File: src/rtl/polar_to_cartesian.sv
// polar_to_cartesian: iterative rotation-mode CORDIC turning (angle, radius) into x = r*cos, y = r*sin
// Ports:
//   clk        system clock
//   reset      synchronous active-high reset; aborts any computation, clears x/y
//   enable     start request, accepted only when idle
//   angle      signed Q3.10 radians
//   radius     signed fixed point, FRAC_BITS fractional bits
//   x, y       result, same format as radius, saturated, held until next result
//   busy       high from the accepted start up to and including the DataReady cycle
//   DataReady  one-cycle pulse when x/y carry a new result
module polar_to_cartesian #(
    parameter int ITER      = 16,
    parameter int FRAC_BITS = 16
) (
    input  logic        clk,
    input  logic        reset,
    input  logic        enable,
    input  logic [12:0] angle,
    input  logic [31:0] radius,
    output logic [31:0] x,
    output logic [31:0] y,
    output logic        busy,
    output logic        DataReady
);
    if (ITER < 8 || ITER > 20 || FRAC_BITS < 0 || FRAC_BITS > 31) begin : g_bad_param
        $error("polar_to_cartesian: parameter out of range");
    end
    typedef enum logic [1:0] {IDLE, LOAD, ROTATE, DONE} state_t;
    state_t             state_q, state_d;
    logic signed [12:0] ang_q, ang_d;
    logic signed [31:0] rad_q, rad_d;
    logic signed [33:0] xi_q, xi_d, yi_q, yi_d;
    logic signed [19:0] z_q, z_d;
    logic        [4:0]  i_q, i_d;
    logic        [31:0] x_q, x_d, y_q, y_d;
    logic               busy_q, busy_d, dr_q, dr_d;
    // atan(2^-i) in Q4.16, rounded to nearest
    function automatic logic signed [19:0] atan_lut(input logic [4:0] i);
        case (i)
            5'd0:    return 20'sd51472;
            5'd1:    return 20'sd30386;
            5'd2:    return 20'sd16055;
            5'd3:    return 20'sd8150;
            5'd4:    return 20'sd4091;
            5'd5:    return 20'sd2047;
            5'd6:    return 20'sd1024;
            5'd7:    return 20'sd512;
            5'd8:    return 20'sd256;
            5'd9:    return 20'sd128;
            5'd10:   return 20'sd64;
            5'd11:   return 20'sd32;
            5'd12:   return 20'sd16;
            5'd13:   return 20'sd8;
            5'd14:   return 20'sd4;
            5'd15:   return 20'sd2;
            5'd16:   return 20'sd1;
            5'd17:   return 20'sd1;
            default: return 20'sd0;
        endcase
    endfunction
    // Clamp the 34-bit internal value to the signed 32-bit output range
    function automatic logic [31:0] sat(input logic signed [33:0] v);
        return (v[33:31] == 3'b000 || v[33:31] == 3'b111) ? v[31:0] :
               v[33] ? 32'h8000_0000 : 32'h7FFF_FFFF;
    endfunction
    logic signed [13:0] a_ext, wrap, fold;
    logic               neg;
    logic signed [32:0] r_ext;
    logic signed [49:0] prod, prod_sh;
    logic signed [33:0] x0, xs, ys, xr, yr;
    logic signed [19:0] z0, at, zr;
    logic               d;
    always_comb begin
        a_ext   = ang_q;
        // Bring the angle into [-pi, pi], then into [-pi/2, pi/2] by rotating
        // half a turn and flipping the start vector
        wrap    = (a_ext > 14'sd3217) ? a_ext - 14'sd6434 :
                  (a_ext < -14'sd3217) ? a_ext + 14'sd6434 : a_ext;
        neg     = (wrap > 14'sd1608) || (wrap < -14'sd1608);
        fold    = (wrap > 14'sd1608) ? wrap - 14'sd3217 :
                  (wrap < -14'sd1608) ? wrap + 14'sd3217 : wrap;
        z0      = {fold, 6'b0};
        r_ext   = neg ? -$signed({rad_q[31], rad_q}) : $signed({rad_q[31], rad_q});
        // Pre-scale by the CORDIC gain 1/K so no post-correction is needed
        prod    = r_ext * 50'sd39797;
        prod_sh = prod >>> 16;
        x0      = prod_sh[33:0];
        d       = ~z_q[19];
        xs      = xi_q >>> i_q;
        ys      = yi_q >>> i_q;
        at      = atan_lut(i_q);
        xr      = d ? xi_q - ys : xi_q + ys;
        yr      = d ? yi_q + xs : yi_q - xs;
        zr      = d ? z_q - at : z_q + at;
    end
    always_comb begin
        state_d = state_q;
        ang_d   = ang_q;
        rad_d   = rad_q;
        xi_d    = xi_q;
        yi_d    = yi_q;
        z_d     = z_q;
        i_d     = i_q;
        x_d     = x_q;
        y_d     = y_q;
        dr_d    = 1'b0;
        case (state_q)
            IDLE: begin
                // The DataReady cycle is still part of the previous job
                if (enable && !dr_q) begin
                    ang_d   = angle;
                    rad_d   = radius;
                    state_d = LOAD;
                end
            end
            LOAD: begin
                xi_d    = x0;
                yi_d    = '0;
                z_d     = z0;
                i_d     = '0;
                state_d = ROTATE;
            end
            ROTATE: begin
                xi_d    = xr;
                yi_d    = yr;
                z_d     = zr;
                i_d     = i_q + 5'd1;
                state_d = (i_q == 5'(ITER - 1)) ? DONE : ROTATE;
            end
            DONE: begin
                x_d     = sat(xi_q);
                y_d     = sat(yi_q);
                dr_d    = 1'b1;
                state_d = IDLE;
            end
            default: state_d = IDLE;
        endcase
        busy_d = (state_d != IDLE) || (state_q == DONE);
    end
    always_ff @(posedge clk) begin
        if (reset) begin
            state_q <= IDLE;
            ang_q   <= '0;
            rad_q   <= '0;
            xi_q    <= '0;
            yi_q    <= '0;
            z_q     <= '0;
            i_q     <= '0;
            x_q     <= '0;
            y_q     <= '0;
            busy_q  <= 1'b0;
            dr_q    <= 1'b0;
        end else begin
            state_q <= state_d;
            ang_q   <= ang_d;
            rad_q   <= rad_d;
            xi_q    <= xi_d;
            yi_q    <= yi_d;
            z_q     <= z_d;
            i_q     <= i_d;
            x_q     <= x_d;
            y_q     <= y_d;
            busy_q  <= busy_d;
            dr_q    <= dr_d;
        end
    end
    assign x         = x_q;
    assign y         = y_q;
    assign busy      = busy_q;
    assign DataReady = dr_q;
endmodule
File: config.mk
export PLATFORM = sky130hd
export DESIGN_NAME = polar_to_cartesian
export DESIGN_NICKNAME = d
export VERILOG_FILES = /design/src/rtl/polar_to_cartesian.sv
export SDC_FILE = /design/constraint.sdc
export NUM_CORES = 2
export LEC_CHECK = 0
export CAP_MARGIN = 15
export CORE_MARGIN = 5
export CORE_UTILIZATION = 50
export CTS_CLUSTER_DIAMETER = 60
export DETAILED_ROUTE_END_ITERATION = 10
export HOLD_SLACK_MARGIN = 0.15
export PLACE_DENSITY = 0.75
export SYNTH_ARGS = -nofsm -noshare
export SYNTH_HDL_FRONTEND = slang
export SYNTH_SLANG_ARGS = --single-unit
File: constraint.sdc
create_clock -name clk -period 13.5 [get_ports clk]
set_clock_uncertainty 0.15 [all_clocks]
set_input_delay 4.05 -clock clk [delete_from_list [all_inputs] [get_ports clk]]
set_output_delay 4.05 -clock clk [all_outputs]
set_load 0.05 [all_outputs]
Figure 1. Register map, names as in the netlist.
Bar = 100 microns.
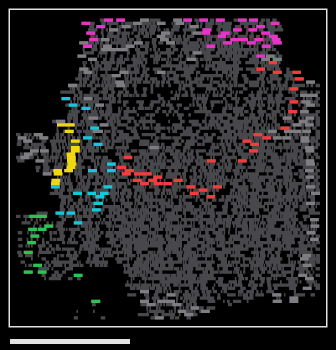
| color | name in the netlist | flops |
|---|---|---|
| magenta | y | 32 |
| green | ang_q | 13 |
| yellow | at | 16 |
| cyan | z_q | 20 |
| red | xi_q | 34 |
not colored: 107

Figure 2. Clock distribution.
Bar = 100 microns.
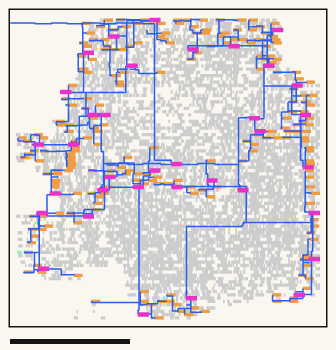
[magenta] clock drivers | count: 35
[blue] clock wires | length: 3920 microns
[orange] flip-flops | count: 222
flops lie: widely spread
routed clock nets: 36
Late-Pin Clk Latency: 0.54 ns

Figure 3. Layout detail.
Region (182, 51) to (212, 81) microns. Cells in gray, sequential cells in the stronger gray; small squares are vias.
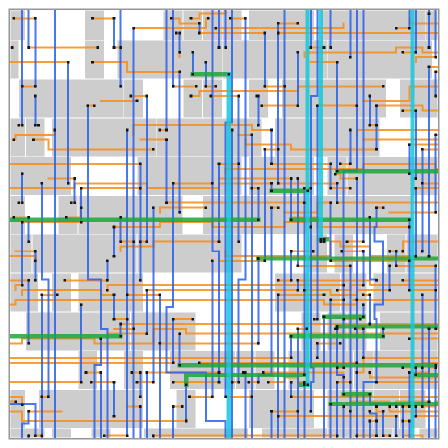
| color | layer |
|---|---|
| blue | metal 2 |
| cyan | metal 4 |
| orange | metal 1 |
| green | metal 3 |
cells with their middle in the window: 64
most frequent: inv_1 (27), fa_1 (19), ha_1 (11)
sequential cells in the window: 0

==> results.yml <==
# synthesis and place-and-route metrics
outcome:
  outcome: "finished clean"
cells_and_area:
  area_delta_synth_final_pct: 8.67
  final-clk-cell-share: 0.0333
  comb_cells: 2923
  diodes: 0
  nClkBuffers: 47
  inverters: 480
  layout.cells.most_common: "inv_1"
  sh_comb_area: 0.716
  buffers: 146
  seq_area_frac: 0.128
  seq_cells: 222
  area.sequential_sq_mm: 0.00445
placed_design:
  place_area_sq_mm: 0.0335
  dp.cells: 4616
  dp_hpwl_mm: 73.8
  dp_slack_ns: 2.98
  port_buffers: 113
  routabilityCongestion: 0.999
synthesis:
  synth.logic.top_family: "adder cells"
  synthXorXnorAreaFrac: 0.0819
  syn-instance-count: 3804
  syn-cell-area_sq_mm: 0.0319
  synth_flops: 222
  ys_cells: 3804
  synthFlopType: "dfxtp_1"
  synth-edff-count: 0
  ys_warn_count: 0
  ys_async_sr_fraction: 0
  yosys.area_share.simple: 0.141
  yosys_area_sq_mm: 0.0319
  common_cells: "inv_1, a21oi_1, ha_1"
  top_cell_area_share: 0.143
  ys_types: 115
  synth_area_leader_cell: "fa_1"
timing:
  fmax_mhz: 94.9
  tightest_slew_ns: 1.11
  final_max_slew_viol_count: 0
  slew_headroom: 0.259
  rsz0062_at_grt: "false"
  hold_viol: 0
  tns_ns: 0
  setup_ws_ns: 2.96
  finalSetupViolCount: 0
setup_path:
  slowest_delay_ns: 0.65
  cp.arrival_ns: 10.83
  cp-endpoint: "xi_q[33]"
  critPathKind: "reg2reg"
  critPathMaxFanout: 36
  r2r_end: "xi_q[33]"
  cp_data_required_time_ns: 13.79
  r2r-start: "ang_q[1]"
  worst-path-buf-inv: 6
  reg2reg_depth: 36
  cpMostUsedCell: "inv_1"
  cp-end-kind: "register"
worst_hold_path:
  min_to: "z_q[10]"
  hp-start: "z_q[10]"
global_routing:
  grt_pass1_wl_mm: 152
  grt_pass1_vias: 27500
  grt_use_met2: 0.430
  grtUsageTotal: 0.267
  antenna_found_initial: 1
  grt_use_met1: 0.367
  grt_max_degree: 86
floorplanning:
  nWellTaps: 846
  core_area_sq_mm: 0.0632
  ioPinCount: 114
  chip_area_sq_mm: 0.0690
  core_util_floorplan: 0.505
  std_cell_rows: 92
  die_w_microns: 263
cts:
  cts_buffers: 35
  post_cts_resized: 0
  post-cts-setup-buffers: 0
  cts.path.max_buffers: 3
  cts.clk_slew.worst_paths_ns: 0.05
  cts.sinks: 222
detailed_routing:
  route.detailed.drc: 0
  num_vias: 28100
  dr_wl_met2_mm: 42.9
  top_layer: "met5"
run:
  cap_violations: 0
